<file path="src/rtl/reg_bus_pkg.sv">
`default_nettype none
// ============================================================================
//  Module      : reg_bus_pkg
//  Description : Shared types for the register bus: bus opcode encoding,
//                requester FSM states and the legal-command check.
//  Revision    : 1.0 - initial release
// ============================================================================
package reg_bus_pkg;

  // Bus opcode; the same encoding is used on the command channel.
  typedef enum logic [1:0] {
    OP_NOP = 2'b00,
    OP_RD  = 2'b01,
    OP_WR  = 2'b10
  } op_t;

  typedef enum logic [1:0] {
    S_IDLE    = 2'b00,
    S_ISSUE   = 2'b01,
    S_WAIT_RD = 2'b10,
    S_RESP    = 2'b11
  } state_t;

  // Bit n set means command opcode n is legal (RD and WR only).
  localparam logic [3:0] LEGAL_OP_MASK = 4'b0110;

  function automatic logic op_is_legal(input logic [1:0] op);
    return LEGAL_OP_MASK[op];
  endfunction

endpackage
`default_nettype wire

</file>
<file path="src/rtl/reg_bus_if.sv">
`default_nettype none
// ============================================================================
//  Module      : reg_bus_if
//  Description : Register bus. The requester drives op/addr/wdata; the
//                responder returns rdata a fixed number of cycles later.
//  Ports       : op, addr, wdata (req -> rsp), rdata (rsp -> req)
//  Revision    : 1.0 - initial release
// ============================================================================
interface reg_bus_if
  import reg_bus_pkg::*;
#(
  parameter int DWIDTH = 8,
  parameter int AWIDTH = 8
) ();

  op_t               op;
  logic [AWIDTH-1:0] addr;
  logic [DWIDTH-1:0] wdata;
  logic [DWIDTH-1:0] rdata;

  modport req (output op, output addr, output wdata, input rdata);
  modport rsp (input op, input addr, input wdata, output rdata);

endinterface
`default_nettype wire

</file>
<file path="src/rtl/reg_bus_master.sv">
`default_nettype none
// ============================================================================
//  Module      : reg_bus_master
//  Description : Register bus requester. Takes one command at a time from a
//                valid/ready channel, runs one bus transaction for it and
//                returns exactly one response on a valid/ready channel.
//  Ports       : clk, rst (async, active low)
//                cmd_valid/cmd_ready/cmd_op/cmd_addr/cmd_wdata - command in
//                resp_valid/resp_ready/resp_rdata/resp_is_rd/resp_err
//                                                     - response out
//                bus - reg_bus_if requester side
//  Revision    : 1.0 - initial release
// ============================================================================
module reg_bus_master
  import reg_bus_pkg::*;
#(
  parameter int DWIDTH = 8,
  parameter int AWIDTH = 8,
  parameter int RD_LAT = 1
) (
  input  logic              clk,
  input  logic              rst,
  input  logic              cmd_valid,
  output logic              cmd_ready,
  input  logic [1:0]        cmd_op,
  input  logic [AWIDTH-1:0] cmd_addr,
  input  logic [DWIDTH-1:0] cmd_wdata,
  output logic              resp_valid,
  input  logic              resp_ready,
  output logic [DWIDTH-1:0] resp_rdata,
  output logic              resp_is_rd,
  output logic              resp_err,
  reg_bus_if.req            bus
);

  localparam int CNT_W = $clog2(RD_LAT + 1);

  state_t            state_q,      state_d;
  op_t               bus_op_q,     bus_op_d;
  logic [AWIDTH-1:0] bus_addr_q,   bus_addr_d;
  logic [DWIDTH-1:0] bus_wdata_q,  bus_wdata_d;
  logic [CNT_W-1:0]  cnt_q,        cnt_d;
  logic              resp_valid_q, resp_valid_d;
  logic [DWIDTH-1:0] resp_rdata_q, resp_rdata_d;
  logic              resp_is_rd_q, resp_is_rd_d;
  logic              resp_err_q,   resp_err_d;

  // Next-state and output logic. bus op defaults to NOP so it is only
  // non-NOP during the single ISSUE cycle; addr/wdata hold their values.
  always_comb begin
    state_d      = state_q;
    bus_op_d     = OP_NOP;
    bus_addr_d   = bus_addr_q;
    bus_wdata_d  = bus_wdata_q;
    cnt_d        = cnt_q;
    resp_valid_d = resp_valid_q;
    resp_rdata_d = resp_rdata_q;
    resp_is_rd_d = resp_is_rd_q;
    resp_err_d   = resp_err_q;

    case (state_q)
      S_IDLE: begin
        if (cmd_valid) begin
          if (op_is_legal(cmd_op)) begin
            // Registering the command straight onto the bus makes the
            // ISSUE cycle the one right after the handshake.
            bus_op_d    = op_t'(cmd_op);
            bus_addr_d  = cmd_addr;
            bus_wdata_d = cmd_wdata;
            state_d     = S_ISSUE;
          end else begin
            resp_valid_d = 1'b1;
            resp_err_d   = 1'b1;
            resp_is_rd_d = 1'b0;
            resp_rdata_d = '0;
            state_d      = S_RESP;
          end
        end
      end

      S_ISSUE: begin
        // bus_op_q still holds the latched command op in this cycle.
        if (bus_op_q == OP_RD) begin
          cnt_d   = CNT_W'(RD_LAT - 1);
          state_d = S_WAIT_RD;
        end else begin
          resp_valid_d = 1'b1;
          resp_err_d   = 1'b0;
          resp_is_rd_d = 1'b0;
          resp_rdata_d = '0;
          state_d      = S_RESP;
        end
      end

      S_WAIT_RD: begin
        if (cnt_q == '0) begin
          resp_valid_d = 1'b1;
          resp_err_d   = 1'b0;
          resp_is_rd_d = 1'b1;
          resp_rdata_d = bus.rdata;
          state_d      = S_RESP;
        end else begin
          cnt_d = cnt_q - CNT_W'(1);
        end
      end

      S_RESP: begin
        if (resp_ready) begin
          resp_valid_d = 1'b0;
          state_d      = S_IDLE;
        end
      end

      default: state_d = S_IDLE;
    endcase
  end

  always_ff @(posedge clk or negedge rst) begin
    if (!rst) begin
      state_q      <= S_IDLE;
      bus_op_q     <= OP_NOP;
      bus_addr_q   <= '0;
      bus_wdata_q  <= '0;
      cnt_q        <= '0;
      resp_valid_q <= 1'b0;
      resp_rdata_q <= '0;
      resp_is_rd_q <= 1'b0;
      resp_err_q   <= 1'b0;
    end else begin
      state_q      <= state_d;
      bus_op_q     <= bus_op_d;
      bus_addr_q   <= bus_addr_d;
      bus_wdata_q  <= bus_wdata_d;
      cnt_q        <= cnt_d;
      resp_valid_q <= resp_valid_d;
      resp_rdata_q <= resp_rdata_d;
      resp_is_rd_q <= resp_is_rd_d;
      resp_err_q   <= resp_err_d;
    end
  end

  // The only combinational output: ready while idle, forced low in reset.
  assign cmd_ready  = (state_q == S_IDLE) && rst;

  assign bus.op     = bus_op_q;
  assign bus.addr   = bus_addr_q;
  assign bus.wdata  = bus_wdata_q;

  assign resp_valid = resp_valid_q;
  assign resp_rdata = resp_rdata_q;
  assign resp_is_rd = resp_is_rd_q;
  assign resp_err   = resp_err_q;

endmodule
`default_nettype wire
</file>
<file path="src/flat_wrapper.sv">
// flat-port wrapper written by rule: the top's interface ports become plain ports
module reg_bus_master_flat import reg_bus_pkg::*;
#(
  parameter int DWIDTH = 8,
  parameter int AWIDTH = 8,
  parameter int RD_LAT = 1
)
  (clk, rst, cmd_valid, cmd_ready, cmd_op, cmd_addr, cmd_wdata, resp_valid, resp_ready, resp_rdata, resp_is_rd, resp_err, bus_op, bus_addr, bus_wdata, bus_rdata);
  reg_bus_if #(.DWIDTH(DWIDTH), .AWIDTH(AWIDTH)) bus_i ();
  input  logic clk;
  input  logic rst;
  input  logic cmd_valid;
  output logic cmd_ready;
  input  logic [1:0] cmd_op;
  input  logic [AWIDTH-1:0] cmd_addr;
  input  logic [DWIDTH-1:0] cmd_wdata;
  output logic resp_valid;
  input  logic resp_ready;
  output logic [DWIDTH-1:0] resp_rdata;
  output logic resp_is_rd;
  output logic resp_err;
  output wire logic [$bits(bus_i.op)-1:0] bus_op;
  output wire logic [$bits(bus_i.addr)-1:0] bus_addr;
  output wire logic [$bits(bus_i.wdata)-1:0] bus_wdata;
  input wire logic [$bits(bus_i.rdata)-1:0] bus_rdata;
  assign bus_op = bus_i.op;
  assign bus_addr = bus_i.addr;
  assign bus_wdata = bus_i.wdata;
  assign bus_i.rdata = bus_rdata;
  reg_bus_master #(.DWIDTH(DWIDTH), .AWIDTH(AWIDTH), .RD_LAT(RD_LAT)) u_core (.clk(clk), .rst(rst), .cmd_valid(cmd_valid), .cmd_ready(cmd_ready), .cmd_op(cmd_op), .cmd_addr(cmd_addr), .cmd_wdata(cmd_wdata), .resp_valid(resp_valid), .resp_ready(resp_ready), .resp_rdata(resp_rdata), .resp_is_rd(resp_is_rd), .resp_err(resp_err), .bus(bus_i));
endmodule
</file>
<file path="config.mk">
export PLATFORM = sky130hd
export DESIGN_NAME = reg_bus_master_flat
export DESIGN_NICKNAME = d
export VERILOG_FILES = /design/src/rtl/reg_bus_pkg.sv /design/src/rtl/reg_bus_if.sv /design/src/rtl/reg_bus_master.sv /design/src/flat_wrapper.sv
export SDC_FILE = /design/constraint.sdc
export NUM_CORES = 1
export LEC_CHECK = 0
export CELL_PAD_IN_SITES_DETAIL_PLACEMENT = 0
export CELL_PAD_IN_SITES_GLOBAL_PLACEMENT = 2
export CORE_MARGIN = 3
export CORE_UTILIZATION = 26
export DETAILED_ROUTE_END_ITERATION = 16
export PLACE_DENSITY = 0.77
export REMOVE_ABC_BUFFERS = 1
export SYNTH_ARGS = -nofsm -noshare
export SYNTH_HDL_FRONTEND = slang
export SYNTH_SLANG_ARGS = --single-unit
export TNS_END_PERCENT = 10
</file>
<file path="constraint.sdc">
create_clock -name clk -period 2.4 [get_ports clk]
set_clock_uncertainty 0.15 [all_clocks]
set_input_delay 0.72 -clock clk [delete_from_list [all_inputs] [get_ports clk]]
set_output_delay 0.72 -clock clk [all_outputs]
set_load 0.05 [all_outputs]
</file>
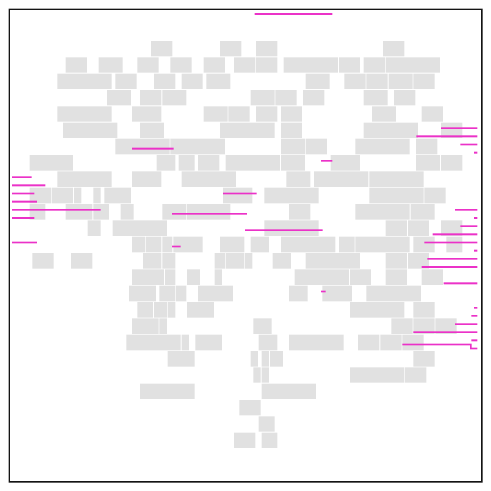
**Above:** signal wires on met3.
Drawn at 6 px/um.
- wire length on this layer: 181 um
- share of all routed wire: 5.5%
- nets with wire on the layer: 28
- longest straight run: 14.5 um
- main direction: horizontal
GR Util met3: 3.10%
via count: 1022
DRT Wirelength: 3300 um

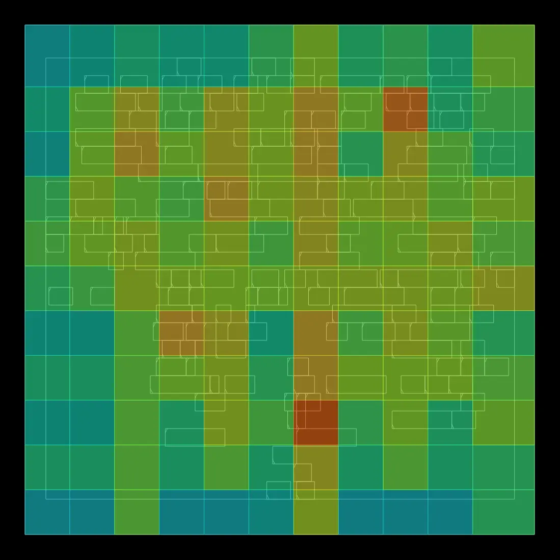
**Above:** routing congestion.
GR Util All Layers: 11.2%
met1 usage: 14.1%
most congested layer reported by global routing: met2

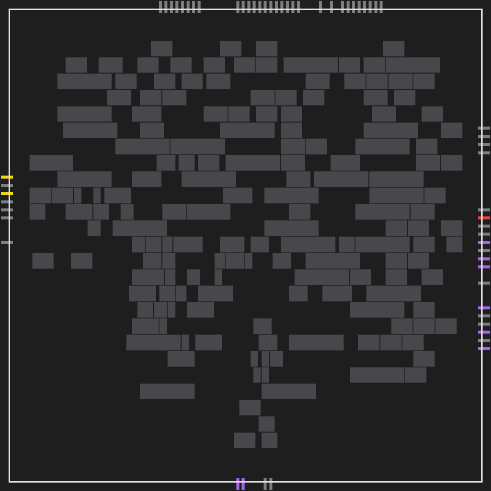
**Above:** pin placement.
Drawn at 6 px/um. Pins as bars across the die edge, other pins in grey.
- cmd_op: yellow (pins 2; direction input; edge west)
- resp_valid: red (pins 1; direction output; edge east)
- bus_rdata: purple (pins 8; direction input; edge 6 east, 2 south)
- all pins by edge: 30 north, 19 east, 7 west, 4 south
die height: 78.5 um
Die W: 78.5 um
Port Buffers: 59

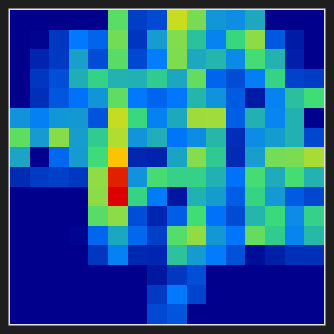
**Above:** wiring heat map.
Drawn at 4 px/um. The die is cut into 16 by 16 equal tiles; dark blue is low, red is high, scaled to the fullest tile. Values are wire area over tile area, all layers added.
- emptiest ninth of the die: south-west
- tiles over half the peak: 14%
- mean over tiles: 0.085
- fullest tile: 0.36
Wirelength per Cell: 14.3 um

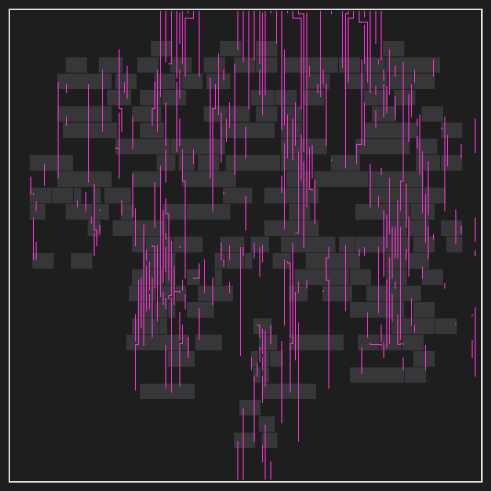
**Above:** signal wires on met2.
Drawn at 6 px/um.
- main direction: vertical
- longest straight run: 32.3 um
GR met2 Demand/Resource: 17.6%

==> out/qor.yml <==
cells_and_area:
  layout_top_cell: "clkdlybuf4s50_1"
  lay_top_cells: "clkdlybuf4s50_1, dfrtp_1, mux2_2"
  stdcell_count: 231
  antennaDiodeCount: 0
flow_run:
  warnings: 31
run_status:
  status: "completed"
routing:
  first_pass_iters: 4
  drcViolationCount: 0
  first_iter_violations: 40
cts:
  worst_skew_pair.late_latency_ps: 280
  cts_tree: "done"
  path_clk_slew_ps: 60
timing:
  finalSetupTns_ps: 0
  worstMarginPinSlew_ps: 533
  setup_ws_ps: 37.1
  hold_viol: 0
floorplanning:
  pin_count: 60
logic_synthesis:
  enable_flop_cells: 0
  mux_area_share_pct: 13.2
  ys_top_logic_family: "multiplexers"
  yosys_area_sq_um: 1370
  synthCells: 99
  top_area_share_pct: 56.7
  synthArstFlopShare_pct: 100
  synth_warnings: 0
pwr:
  power_mw: 3.34
global_route:
  grt_pass1_wl_um: 5310
  gr-total-overflow: 0
place:
  dp_hpwl_um: 2590
  place_congestion: 0.716
[worst paths after layout]
path                       cells after the start                        startpoint                               end  slack [ps]
hold reg to reg                                1  u_core.resp_rdata[4]$_DFFE_PN0P_  u_core.resp_rdata[4]$_DFFE_PN0P_         340
setup reg to reg                               5     u_core.state_q[0]$_DFFE_PN0P_  u_core.resp_rdata[3]$_DFFE_PN0P_         600
hold / removal                                 1  u_core.resp_rdata[4]$_DFFE_PN0P_  u_core.resp_rdata[4]$_DFFE_PN0P_         340
setup / recovery                               3                               rst                         cmd_ready          40
max in group asynchronous                      2                               rst  u_core.resp_rdata[4]$_DFFE_PN0P_        1090
min in group asynchronous                      2                               rst   u_core.bus.wdata[2]$_DFFE_PN0P_         730
[where the power goes]
group          internal [mW]  switching (mW)
clock                  0.224           0.182
sequential             0.772           0.141
combinational          0.769            1.25
[flip-flops by register name, indices dropped and copies added (netlist names)]
| register | count |
|---|---|
| u_core.bus.addr | 8 |
| u_core.bus.wdata | 8 |
| u_core.resp_rdata | 8 |
| u_core.bus.op | 2 |
| u_core.state_q | 2 |
| u_core.resp_err | 1 |
| u_core.resp_is_rd | 1 |
| u_core.resp_valid | 1 |
[critical path, stage by stage]
cell and delay (ps):
clkdlybuf4s50_1 480, and2_4 160, buf_12 130
[area by class of cell]
type / count / area, sq um
clock buffer: 6 / 82.6
fill: 471 / 2780
clock inverter: 1 / 5.00
multi-input combinational: 60 / 556
timing repair buffer: 61 / 613
sequential: 31 / 776
tap: 67 / 83.8
inverter: 5 / 18.8
[cells by family (layout without fill, tap and decap cells)]
| group | count (synthesis) | count (layout) |
|---|---|---|
| buffers and inverters | 8 | 73 |
| muxes | 16 | 16 |
| and+or+nand+nor | 19 | 19 |
| DFF | 31 | 31 |
| AOI/OAI and AO/OA | 17 | 17 |
| adders and majority gates | 8 | 8 |
[repair_timing]
| action | in CTS | in global routing |
|---|---|---|
| setup endpoints to repair | 1 | 1 |
| hold buffers | 0 | 0 |
| buffers inserted | 0 | 0 |
| resized | 1 | 1 |
[metal layers]
layer	GRT usage (%)	share of wire [%]
met2	17.6	50
met3	3.10	5.5
met1	14.1	42
met4	5.24	2.1
met5	0	0
[synth_stat cells (all sizes together) (2+ instances only)]
cell type	n
nor2	4
inv	5
a32o	6
nand3b	3
mux2	16
buf	2
dfrtp	31
and3	2
nor2b	3
ha	8
and2	2
a22o	5
nand2	2
Power is estimated from default activity; no workload was simulated.
